==> config.mk <==
export PLATFORM = sky130hd
export DESIGN_NAME = display_scan_driver
export DESIGN_NICKNAME = d
export VERILOG_FILES = /design/src/rtl/display_scan_driver.sv
export SDC_FILE = /design/constraint.sdc
export NUM_CORES = 1
export LEC_CHECK = 0
export CORE_MARGIN = 2
export CORE_UTILIZATION = 50
export DETAILED_ROUTE_END_ITERATION = 16
export PLACE_DENSITY = 0.75
export SLEW_MARGIN = 20
export SYNTH_ARGS = -nofsm -noshare
export SYNTH_HDL_FRONTEND = slang
export SYNTH_SLANG_ARGS = --single-unit
==> constraint.sdc <==
create_clock -name clk -period 2.5 [get_ports clk]
set_input_delay 0.625 -clock clk [delete_from_list [all_inputs] [get_ports clk]]
set_output_delay 0.625 -clock clk [all_outputs]
set_load 0.01 [all_outputs]
==> src/rtl/display_scan_driver.sv <==
// display_scan_driver: multiplexed 4-digit hex display scanner.
// Each digit is enabled for SCAN_DIV clocks in turn (digit 0..3). A new
// 16-bit value is parked in a single-entry pending slot and copied to the
// shown value only at a frame boundary (leaving digit 3 for digit 0), so a
// frame never mixes digits of two different values.
// Optional feature: define DISPLAY_SCAN_LEADING_ZERO_BLANK_EN to suppress
// leading zero digits (digit 0 is always shown).
module display_scan_driver #(
    parameter int unsigned SCAN_DIV = 1000
) (
    input  logic        clk,
    input  logic        rst_n,
    input  logic        load_valid,
    input  logic [15:0] load_data,
    output logic        load_ready,
    output logic [3:0]  digit_nibble,
    output logic [3:0]  digit_an,
    output logic        digit_blank,
    output logic        frame_done
);

    localparam logic [15:0] TICK_COUNT = 16'(SCAN_DIV - 1);

    logic [15:0] presc_q, presc_d;
    logic [1:0]  idx_q, idx_d;
    logic [15:0] display_q, display_d;
    logic [15:0] pending_q, pending_d;
    logic        pending_full_q, pending_full_d;
    logic [3:0]  an_q, an_d;
    logic [3:0]  nibble_q, nibble_d;
    logic        blank_q, blank_d;
    logic        frame_done_q, frame_done_d;

    logic tick;
    logic boundary;
    logic accept;

    assign tick       = (presc_q == TICK_COUNT);
    assign boundary   = tick && (idx_q == 2'd3);
    assign accept     = load_valid && !pending_full_q;
    assign load_ready = !pending_full_q;

    // Prescaler, scan index and the pending/display double buffer.
    always_comb begin
        // NOTE: every output of this block gets a default first, so no path
        // leaves a signal unassigned and no latch is inferred.
        presc_d        = tick ? 16'd0 : presc_q + 16'd1;
        idx_d          = tick ? idx_q + 2'd1 : idx_q;
        display_d      = display_q;
        pending_d      = pending_q;
        pending_full_d = pending_full_q;
        if (boundary && pending_full_q) begin
            display_d      = pending_q;
            pending_full_d = 1'b0;
        end else if (accept) begin
            pending_d      = load_data;
            pending_full_d = 1'b1;
        end
    end

    // Digit outputs for the index being entered; they change only on a tick.
    always_comb begin
        an_d         = an_q;
        nibble_d     = nibble_q;
        blank_d      = blank_q;
        frame_done_d = boundary;
        if (tick) begin
            an_d     = ~(4'b0001 << idx_d);
            nibble_d = display_d[{idx_d, 2'b00} +: 4];
`ifdef DISPLAY_SCAN_LEADING_ZERO_BLANK_EN
            // Digit k>0 is a leading zero when digits k..3 are all zero.
            if ((idx_d != 2'd0) && ((display_d >> {idx_d, 2'b00}) == 16'h0000)) begin
                blank_d = 1'b1;
                an_d    = 4'b1111;
            end else begin
                blank_d = 1'b0;
            end
`else
            blank_d = 1'b0;
`endif
        end
    end

    // Control and output registers, all cleared asynchronously.
    always_ff @(posedge clk or negedge rst_n) begin
        if (!rst_n) begin
            presc_q        <= 16'd0;
            idx_q          <= 2'd0;
            display_q      <= 16'h0000;
            pending_full_q <= 1'b0;
            an_q           <= 4'b1110;
            nibble_q       <= 4'h0;
            blank_q        <= 1'b0;
            frame_done_q   <= 1'b0;
        end else begin
            // NOTE: non-blocking assignments so every flop samples the
            // pre-edge values regardless of statement order.
            presc_q        <= presc_d;
            idx_q          <= idx_d;
            display_q      <= display_d;
            pending_full_q <= pending_full_d;
            an_q           <= an_d;
            nibble_q       <= nibble_d;
            blank_q        <= blank_d;
            frame_done_q   <= frame_done_d;
        end
    end

    // Pending data word; its contents only matter while pending_full_q is set.
    always_ff @(posedge clk) begin
        // NOTE: pure data storage is left without reset; the valid flag
        // pending_full_q is reset and qualifies it.
        pending_q <= pending_d;
    end

    assign digit_an     = an_q;
    assign digit_nibble = nibble_q;
    assign digit_blank  = blank_q;
    assign frame_done   = frame_done_q;

endmodule

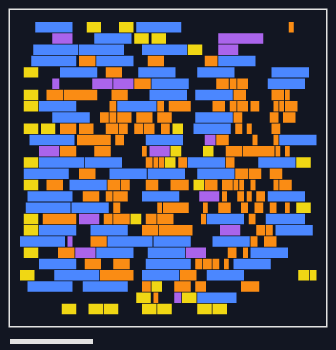
class_map.png
Bar = 20 um.
purple -> clock drivers and dummy loads  # cells 16, share of their area 6.5%
yellow -> remaining buffers and delay cells  # cells 36, share of their area 11%
orange -> remaining logic cells  # cells 122, share of their area 32%
blue -> registers  # cells 60, share of their area 51%
Finished Cell Area: 3200 sq um
Row Count: 26
core area: 5070 sq um
register share of the cell area: 49.5%
Final Util: 63.1%

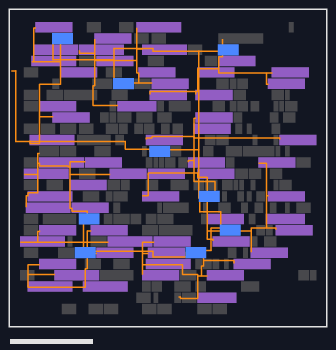
clock_wires.png
Bar = 20 um.
purple -> flip-flops  # count 60
orange -> clock wires  # length 707 um
blue -> clock-net drivers  # count 9
flops lie = all over the die
routed clock nets = 10

==> impl_metrics.csv <==
group,metric,value,unit
power,ir_worst_vdd,0.385,mV
finish,reg.largest.list,"display_q x16, pending_q x16, presc_q x16",
final_timing,setup_violations,0,
synth,top_cells_by_count,"dfrtp_1, mux2_2, edfxtp_1",
route,wirelength,4480,um
critical_path,reg2reg_slack,260,ps
route,antenna_left,0,
clocking,clk_path_buf_depth,2,
finish,nets,250,
final_timing,worst_pin_slew,548,ps
finish,nFillCells,428,
power,p_switching,375,uW
floorplanning,io_pins,30,
min_path,hold_class,"in2async",
final_timing,setup_ws,261,ps
clocking,post-cts-setup-buffers,0,
route,vias,1578,
final_timing,holdWs,363,ps
place,dp.final_hpwl,3080,um
final_timing,finalCritPeriodShare,89.6,%
place,pre_cts_ws,269,ps
final_timing,finalHoldViolations,0,
critical_path,criticalPathCategory,"reg2reg",
place,dpl.cell_count,288,
critical_path,r2r_start,"presc_q[4]",
power,maxPowerGroup,"sequential cells",
power,p_per_area,599,nW/um^2
status,outcome,"complete, no violations",
run,warning_count,26,
critical_path,slowest_delay,560,ps
critical_path,cp_top_family,"simple AND/OR/NAND/NOR gates",
grt,grt_max_degree,45,
critical_path,startpoint,"presc_q[4]",
final_timing,finalClockSkew,6.39,ps
place,portBuffers,28,
synth,synth_cells,189,
critical_path,path_buffers,1,
clocking,clkTransAtPathRegs,70,ps
synth,top_cell_area_share,39.3,%
route,wl_per_cell,14.7,um
route,wl_met1,1920,um
synth,syn_area,2610,sq um
critical_path,cp_max_fo,10,
final_timing,maxSlewHeadroom,63.5,%
critical_path,path_cells,"or4_4, nor4_4, buf_4, mux2i_1, o21ai_0, a31o_2",
critical_path,cp_slowest_cell,"or4_4",
synth,yosysChipArea,2610,sq um
final_timing,drv_slew,0,
route,drc,0,
grt,use_met2,29.9,%
synth,yosys_warnings,0,
route,drt_iter0_drc,51,
critical_path,cp-start-kind,"flip-flop",
floorplanning,die_h,76.3,um
critical_path,crit_end,"digit_nibble[1]",
power,total_power,1.92,mW
power,pg_clk,869,uW
clocking,post_cts_resized,0,
power,switching_share,19.6,%
synth,synthDistinctLibCells,38,
synth,ys.flops,60,
route,first_pass_iters,4,
final_timing,timing.fmax,447,MHz
clocking,cts_root_buffer,"clkbuf_8",
synth,ys_cells,189,
final_timing,fin_tns_setup,0,ps
power,p_clk_share,45.3,%
synth,async_flop_share,73.3,%
finish,syn2layout_area_growth,22.7,%
synth,synth-edff-count,16,
synth,ys_dominant_reg_cell,"dfrtp_1",
grt,met3_usage,5.69,%
finish,diodes,0,
synth,post-synth-top-area-cell,"dfrtp_1",
grt,overflow,0,
critical_path,crit_arrival,2460,ps
finish,drive_gt1_share,26.5,%
critical_path,timing.rr.end,"digit_nibble[1]",
grt,track_usage,17.5,%
critical_path,path_depth,6,
floorplanning,fp_util,51.4,%
final_timing,fin_crit,2240,ps
power,comb_power,42.3,uW
clocking,tritoncts,"done",
floorplanning,die_w,76.3,um
synth,top_cells_by_area,"dfrtp_1, edfxtp_1, mux2_2",
critical_path,reg2reg_depth,6,
power,p_seq_share,52.5,%
grt,grt_pass1_wl,7770,um
critical_path,worstPathRequired,2720,ps
clocking,cts_max_level,3,
synth,syn_area_per_cell,13.8,sq um
finish,lay_top_cells,"dfrtp_1, clkdlybuf4s50_1, mux2_2, edfxtp_1, nor2_1",
clocking,clock_latency,330,ps
route,met3_length,172,um
place,placed_area,3000,sq um
run,max_cap_violations,0,
clocking,cts-hold-fix-buffers,0,
power,p_seq,1.01,mW
route,highest-signal-layer,"met4",
synth,most_common_cell,"dfrtp_1",
grt,antenna_found_initial,0,
power,p_leak,1.38,nW
finish,lay_top_count,"dfrtp_1",
grt,busiest_layer,"met2",
synth,fp_nets,210,
power,combPwrFrac,2.2,%
final_timing,grt_setup_unrepaired,"no",
grt,grtUsageMet1,20.9,%
floorplanning,die_area,5810,sq um
critical_path,cp-end-kind,"flip-flop",
power,p_int,1.54,mW
route,vias_per_cell,5.19,
grt,grt_pass1_vias,1724,
clocking,clkSinkCount,60,
finish,fin_cells,304,
synth,synth_seq_share,60.7,%
route,wl_met2,2330,um
place,place.gp.congestion,0.761,
clocking,numCtsBuffers,9,
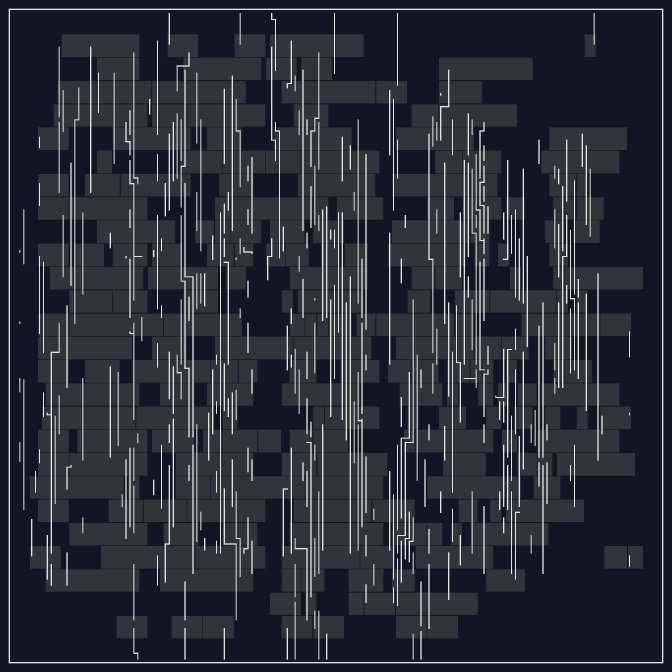
m2.png
Cells faint in the background.
nets with wire on the layer = 219
main direction = vertical
share of all routed wire = 52%
longest straight run = 39.8 um

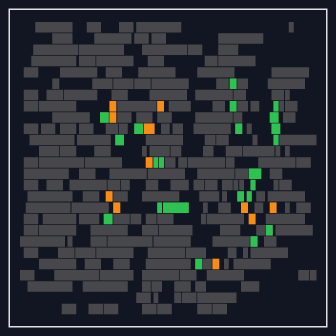
gates.png
orange -> aoi and oai cells  # cells 11
green -> nand cells  # cells 22

[final cells by class]
type	count	area, sq um	area share [%]
clock buffers	12	155	4.85
clock inverters	4	47.5	1.48
inverters	3	11.3	0.352
multi-input cells	119	980	30.6
flip-flops and latches	60	1590	49.5
well taps	70	87.6	2.74
repair buffers	36	335	10.5
[kinds of logic (layout without fill, tap and decap cells)]
group / count (synthesis) / after routing / synth area share (%)
AND-OR/OR-AND: 16 / 16 / 3.83
XOR/XNOR: 14 / 14 / 4.70
adder cells (fa/ha/maj): 2 / 2 / 0.959
buffers and inverters: 10 / 55 / 1.73
flip-flops: 60 / 60 / 60.7
multiplexers: 31 / 31 / 15.5
other: 1 / 1 / 0.144
AND/OR/NAND/NOR: 55 / 55 / 12.4
Power is estimated from default activity; no workload was simulated.
